$ cat config.mk
export PLATFORM = sky130hd
export DESIGN_NAME = graydecoder_16_sync
export DESIGN_NICKNAME = d
export VERILOG_FILES = /design/src/rtl/gray16_pkg.sv /design/src/rtl/graydecoder_16_sync_sync_cell.sv /design/src/rtl/graydecoder_16_sync.sv
export SDC_FILE = /design/constraint.sdc
export NUM_CORES = 1
export LEC_CHECK = 0
export ABC_AREA = 1
export CAP_MARGIN = 20
export CELL_PAD_IN_SITES_DETAIL_PLACEMENT = 0
export CELL_PAD_IN_SITES_GLOBAL_PLACEMENT = 1
export CORE_ASPECT_RATIO = 0.6
export CORE_MARGIN = 3
export CORE_UTILIZATION = 33
export CTS_CLUSTER_DIAMETER = 30
export DETAILED_ROUTE_END_ITERATION = 10
export GPL_TIMING_DRIVEN = 0
export PLACE_DENSITY_LB_ADDON = 0.1
export REMOVE_ABC_BUFFERS = 1
export SKIP_CTS_REPAIR_TIMING = 1
export SLEW_MARGIN = 20
export SYNTH_ARGS = -nofsm -noshare
export SYNTH_HDL_FRONTEND = slang
export SYNTH_HIERARCHICAL = 1
export SYNTH_SLANG_ARGS = --single-unit
$ cat constraint.sdc
create_clock -name clk -period 1.3 [get_ports clk]
set_clock_uncertainty 0.15 [all_clocks]
set_input_delay 0.26 -clock clk [delete_from_list [all_inputs] [get_ports clk]]
set_output_delay 0.26 -clock clk [all_outputs]
set_load 0.005 [all_outputs]
$ cat src/rtl/gray16_pkg.sv
`default_nettype none
// ============================================================================
//  Module   : gray16_pkg
//  Purpose  : Shared definitions for the 16-entry gray pointer crossing.
//             Holds the 5-bit code table, pointer sizing constants and the
//             gray<->binary conversion functions. The encoder and decoder
//             sides both import this package.
//  Contents : G0..G15, PTR_W, PTR_DEPTH, ptr_t, gray2bin16(), bin2gray16()
//  Revision : 1.0  initial release
// ============================================================================
package gray16_pkg;

  localparam int PTR_W     = 5;
  localparam int PTR_DEPTH = 16;

  typedef logic [PTR_W-1:0] ptr_t;

  // Reflected gray table; bit4 is always 0 for a legal code.
  localparam ptr_t G0  = 5'b00000;
  localparam ptr_t G1  = 5'b00001;
  localparam ptr_t G2  = 5'b00011;
  localparam ptr_t G3  = 5'b00010;
  localparam ptr_t G4  = 5'b00110;
  localparam ptr_t G5  = 5'b00111;
  localparam ptr_t G6  = 5'b00101;
  localparam ptr_t G7  = 5'b00100;
  localparam ptr_t G8  = 5'b01100;
  localparam ptr_t G9  = 5'b01101;
  localparam ptr_t G10 = 5'b01111;
  localparam ptr_t G11 = 5'b01110;
  localparam ptr_t G12 = 5'b01010;
  localparam ptr_t G13 = 5'b01011;
  localparam ptr_t G14 = 5'b01001;
  localparam ptr_t G15 = 5'b01000;

  // Gray to binary over the low 4 bits; result bit4 is forced to 0.
  function automatic ptr_t gray2bin16(input ptr_t g);
    ptr_t b;
    b[4] = 1'b0;
    b[3] = g[3];
    b[2] = b[3] ^ g[2];
    b[1] = b[2] ^ g[1];
    b[0] = b[1] ^ g[0];
    return b;
  endfunction

  // Binary to gray over the low 4 bits; result bit4 is forced to 0.
  function automatic ptr_t bin2gray16(input ptr_t b);
    return {1'b0, b[3:0] ^ {1'b0, b[3:1]}};
  endfunction

endpackage
`default_nettype wire

$ cat src/rtl/graydecoder_16_sync_sync_cell.sv
`default_nettype none
// ============================================================================
//  Module   : sync_cell
//  Purpose  : N-flop single-bit synchroniser with asynchronous active-high
//             reset. The input is launched from a foreign clock domain.
//  Ports    : clk   - local clock
//             reset - asynchronous active-high reset, clears the chain
//             i_d   - asynchronous input bit
//             o_q   - synchronised output bit (last flop of the chain)
//  Params   : N     - chain depth, 2..4
//  Revision : 1.0  initial release
// ============================================================================
module sync_cell #(
  parameter int N = 2
) (
  input  logic clk,
  input  logic reset,
  input  logic i_d,
  output logic o_q
);

  logic [N-1:0] r_q;

  always_ff @(posedge clk or posedge reset) begin
    if (reset) begin
      r_q <= '0;
    end else begin
      r_q <= {r_q[N-2:0], i_d};
    end
  end

  assign o_q = r_q[N-1];

endmodule
`default_nettype wire

$ cat src/rtl/graydecoder_16_sync.sv
`default_nettype none
// ============================================================================
//  Module   : graydecoder_16_sync
//  Purpose  : Receive side of the 16-entry gray pointer crossing in the
//             PCS 25G elastic buffer. Synchronises a remote gray pointer,
//             decodes it to binary, and flags illegal codes and
//             non-monotonic pointer steps.
//  Ports    : clk      - local clock, posedge
//             reset    - asynchronous active-high reset
//             inp      - 5-bit gray pointer from remote domain (bit4 = 0)
//             err_clr  - synchronous clear of the sticky error flags
//             outp     - decoded binary pointer 0..15 (bit4 always 0)
//             out_vld  - outp holds a synchronised post-reset sample
//             err_code - sticky: illegal gray code seen
//             err_step - sticky: pointer step outside {0,+1} mod 16
//  Params   : SYNC_STAGES - synchroniser depth, 2..4
//  Config   : GRAYDEC_STEP_CHECK_EN - when defined, builds the step
//             comparator and err_step flop; otherwise err_step is tied 0.
//  Revision : 1.0  initial release
// ============================================================================
module graydecoder_16_sync
  import gray16_pkg::*;
#(
  parameter int SYNC_STAGES = 2
) (
  input  logic             clk,
  input  logic             reset,
  input  logic [PTR_W-1:0] inp,
  input  logic             err_clr,
  output logic [PTR_W-1:0] outp,
  output logic             out_vld,
  output logic             err_code,
  output logic             err_step
);

  localparam int FILL_W = 3;

  logic [PTR_W-1:0]  w_sync;
  logic [PTR_W-1:0]  w_dec;
  logic              w_legal;
  logic              w_fill_done;

  logic [PTR_W-1:0]  r_outp;
  logic              r_vld;
  logic              r_err_code;
  logic [FILL_W-1:0] r_fill;

  generate
    for (genvar gi = 0; gi < PTR_W; gi++) begin : g_sync
      sync_cell #(
        .N (SYNC_STAGES)
      ) u_sync_cell (
        .clk   (clk),
        .reset (reset),
        .i_d   (inp[gi]),
        .o_q   (w_sync[gi])
      );
    end
  endgenerate

  assign w_dec   = gray2bin16(w_sync);
  assign w_legal = ~w_sync[PTR_W-1];

  // The last sync flop carries a post-reset sample once the counter has
  // seen SYNC_STAGES edges; before that it only holds reset zeros.
  assign w_fill_done = (r_fill == FILL_W'(SYNC_STAGES));

  always_ff @(posedge clk or posedge reset) begin
    if (reset) begin
      r_fill     <= '0;
      r_outp     <= '0;
      r_vld      <= 1'b0;
      r_err_code <= 1'b0;
    end else begin
      if (!w_fill_done) begin
        r_fill <= r_fill + 1'b1;
      end
      if (w_fill_done) begin
        r_vld <= 1'b1;
        // Illegal codes leave outp untouched so it remains the step reference.
        if (w_legal) begin
          r_outp <= w_dec;
        end
      end
      // Set wins over clear.
      r_err_code <= (w_fill_done & ~w_legal) | (r_err_code & ~err_clr);
    end
  end

  assign outp     = r_outp;
  assign out_vld  = r_vld;
  assign err_code = r_err_code;

`ifdef GRAYDEC_STEP_CHECK_EN
  logic [3:0] w_delta;
  logic       w_step_bad;
  logic       r_err_step;

  // Modulo-16 difference; 15 -> 0 gives 1 and is therefore legal.
  assign w_delta    = w_dec[3:0] - r_outp[3:0];
  assign w_step_bad = w_fill_done & w_legal & r_vld & (w_delta > 4'd1);

  always_ff @(posedge clk or posedge reset) begin
    if (reset) begin
      r_err_step <= 1'b0;
    end else begin
      r_err_step <= w_step_bad | (r_err_step & ~err_clr);
    end
  end

  assign err_step = r_err_step;
`else
  assign err_step = 1'b0;
`endif

endmodule
`default_nettype wire
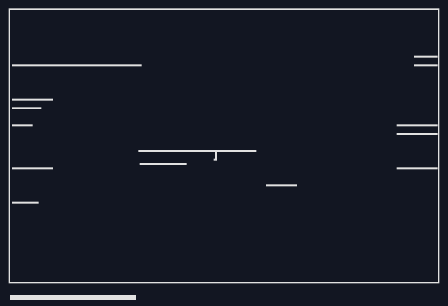
Run 1: metal 3
Bar = 20 um.
share of all routed wire = 8.3%
wire length on this layer = 101 um
nets with wire on the layer = 13
longest straight run = 20.2 um
main direction = horizontal
GR Util met3: 0.0556
DR vias: 473
drt total wl: 1220 um

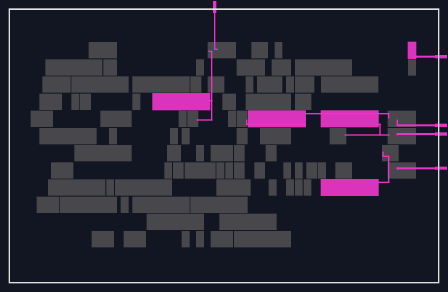
Run 1: wires at chosen ports, followed through buffers
magenta -> outp  # bits 5, direction output, end cells 5, buffers 4, wire 84.4 um
PortBufs: 13
Ports: 16

==> results.tsv, run 1 <==
metric	value	unit
status	finished, violations left	
failing checks	setup timing	
DR pass1 iterations	4	
starting density of the core	0.379	
total power	1.15	mW
top cells by count	dfrtp_1, nand2_1, inv_1	
met2 Track Usage GR	0.0948	
worst-path cell chain	inv_1 -> ha_2 -> nand2_4 -> buf_4 -> inv_4 -> or2_1	
FF+latch area	475	um2
GRT met1 Usage	0.134	
worst hold margin	0.156	ns
number of max-cap violations	0	
endpoint class of the critical path	register	
worst path buffer plus inverter count	3	
WL met2	465	um
Routed met1 length	638	um
Flop Count	19	
CTS tree	built	
Yosys warning count	6	
Clock Sinks	19	
setup ws final	-0.0920	ns
most common cell after layout, fill and taps aside	dfrtp_1	
Crit path required time	1.29	ns
Placeable Area	0.00200	mm2
Yosys Instances	70	
worst hold path class	primary input to async pin	
post-synthesis async set-or-reset flop share	1.00	
dominant kind of cell	sequential cells	
Die Size	0.00292	mm2
R2R setup slack	-0.09	ns
WL/cell	10.3	um
first-pass GRT wire length	1810	um
main flop type	dfrtp_1	
Synth area leader	dfrtp_1	
CP max FO	5	
Yosys top cell by instances	dfrtp_1	
Seq cells post-synth	19	
initial antenna violation count	0	
Reg power frac	0.555	
Top reg by flops	g_sync.u_sync_cell/r_q	
cts bufs inserted	3	
Mean Syn Cell Area	10.8	um2
final routed DRC violation total	0	
CTS H-tree depth	1	
placed cell areas	911	um2
synthesized cell area	757	um2
Setup violations, final	7	
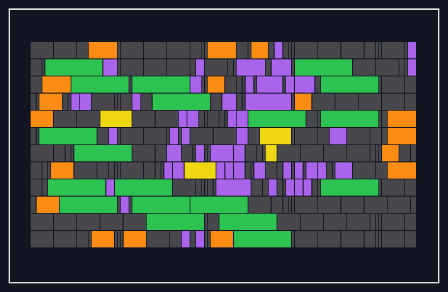
Run 1: cells coloured by class
Fill, decap, tap and diode cells in grey.
purple -> all other logic  # cells 50, share of their area 28%
yellow -> clock drivers and dummy loads  # cells 4, share of their area 4.8%
green -> flip-flops  # cells 19, share of their area 49%
orange -> other buffers and delay cells  # cells 17, share of their area 18%
fraction of area in registers: 0.472
Final Instance Area: 0.00101 mm2
Placement Rows: 12

==> run 2: changes to the inputs <==
PLACE_DENSITY = 0.78   (was default)
PLACE_DENSITY_LB_ADDON = default   (was 0.1)
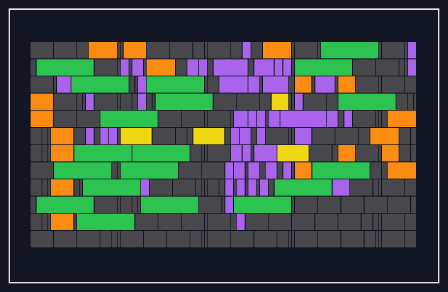
Run 2: cells coloured by class
Fill, decap, tap and diode cells in grey.
green -> flip-flops  # cells 19, share of their area 49%
yellow -> clock drivers and dummy loads  # cells 4, share of their area 5.0%
orange -> other buffers and delay cells  # cells 18, share of their area 19%
purple -> all other logic  # cells 50, share of their area 28%
fraction of area in registers: 0.469
final core area utilization: 0.508
Placeable Area: 0.00200 mm2
Final Instance Area: 0.00101 mm2

==> run 2 against run 1 <==
Against the previous run: the run still ends with setup timing left; synthesized area is the same; critical path type unchanged; global-route usage grew 1.2 points; worst hold slack lost 0.016 ns; register-to-register slack is essentially flat; core utilization grew 0.38 points; via count grew 0.42%; combinational power grew 8%; setup slack gained 0.011 ns; synthesized cell count is the same; die size is the same; clock power grew 4%.
==> results.tsv, run 2 <==
metric	value	unit
Crit path required time	1.30	ns
endpoint class of the critical path	register	
drt total wl	1320	um
total power	1.18	mW
status	finished, violations left	
WL met2	558	um
FF+latch area	475	um2
post-synthesis async set-or-reset flop share	1.00	
worst path buffer plus inverter count	1	
Yosys warning count	6	
Setup violations, final	4	
worst-path cell chain	inv_1 -> ha_2 -> nand2_4 -> nor2_8 -> nand3_2 -> nand2_1 -> nand2_1	
Ports	16	
DR vias	475	
cts bufs inserted	3	
most common cell after layout, fill and taps aside	dfrtp_1	
failing checks	setup timing	
top cells by count	dfrtp_1, nand2_1, inv_1	
CTS H-tree depth	1	
setup ws final	-0.0807	ns
==> run 3: changes to the inputs <==
ABC_AREA = default   (was 1)
CORE_ASPECT_RATIO = default   (was 0.6)
CORE_UTILIZATION = 34   (was 33)
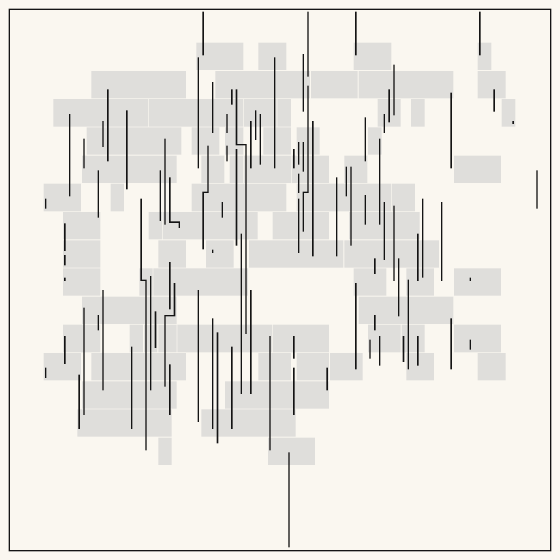
Run 3: M2 wires
Cells faint in the background.
main direction = vertical
nets with wire on the layer = 77
met2 Track Usage GR: 0.138
drt total wl: 1050 um
DR vias: 407

==> run 3 against run 2 <==
Against the previous run: the run still ends with setup timing left; clock-buffer cell count unchanged; via count decreased by 14%; cell area decreased by 2.3%; sequential power increased by 1%; synthesized area decreased by 4.6%; setup slack got worse by 0.12 ns.
==> results.tsv, run 3 <==
metric	value	unit
most common cell after layout, fill and taps aside	dfrtp_1	
main flop type	dfrtp_1	
GRT met1 Usage	0.112	
number of max-cap violations	0	
Yosys top cell by instances	dfrtp_1	
Flop Count	19	
Setup violations, final	4	
synthesized cell area	722	um2
CTS H-tree depth	1	
Crit path required time	1.32	ns
worst hold path class	primary input to async pin	
Placeable Area	0.00198	mm2
setup ws final	-0.197	ns
Yosys warning count	6	
Yosys Instances	52	
endpoint class of the critical path	register	
total power	1.09	mW
Synth area leader	dfrtp_1	
Final Instance Area	991	um2
Reg power frac	0.597	
Clock Sinks	19	
fraction of area in registers	0.480	
Routed met1 length	453	um
worst hold margin	0.0920	ns
failing checks	setup timing	
starting density of the core	0.364	
post-synthesis async set-or-reset flop share	1.00	
status	finished, violations left	
cts bufs inserted	3	
Power is estimated from default activity; no workload was simulated.
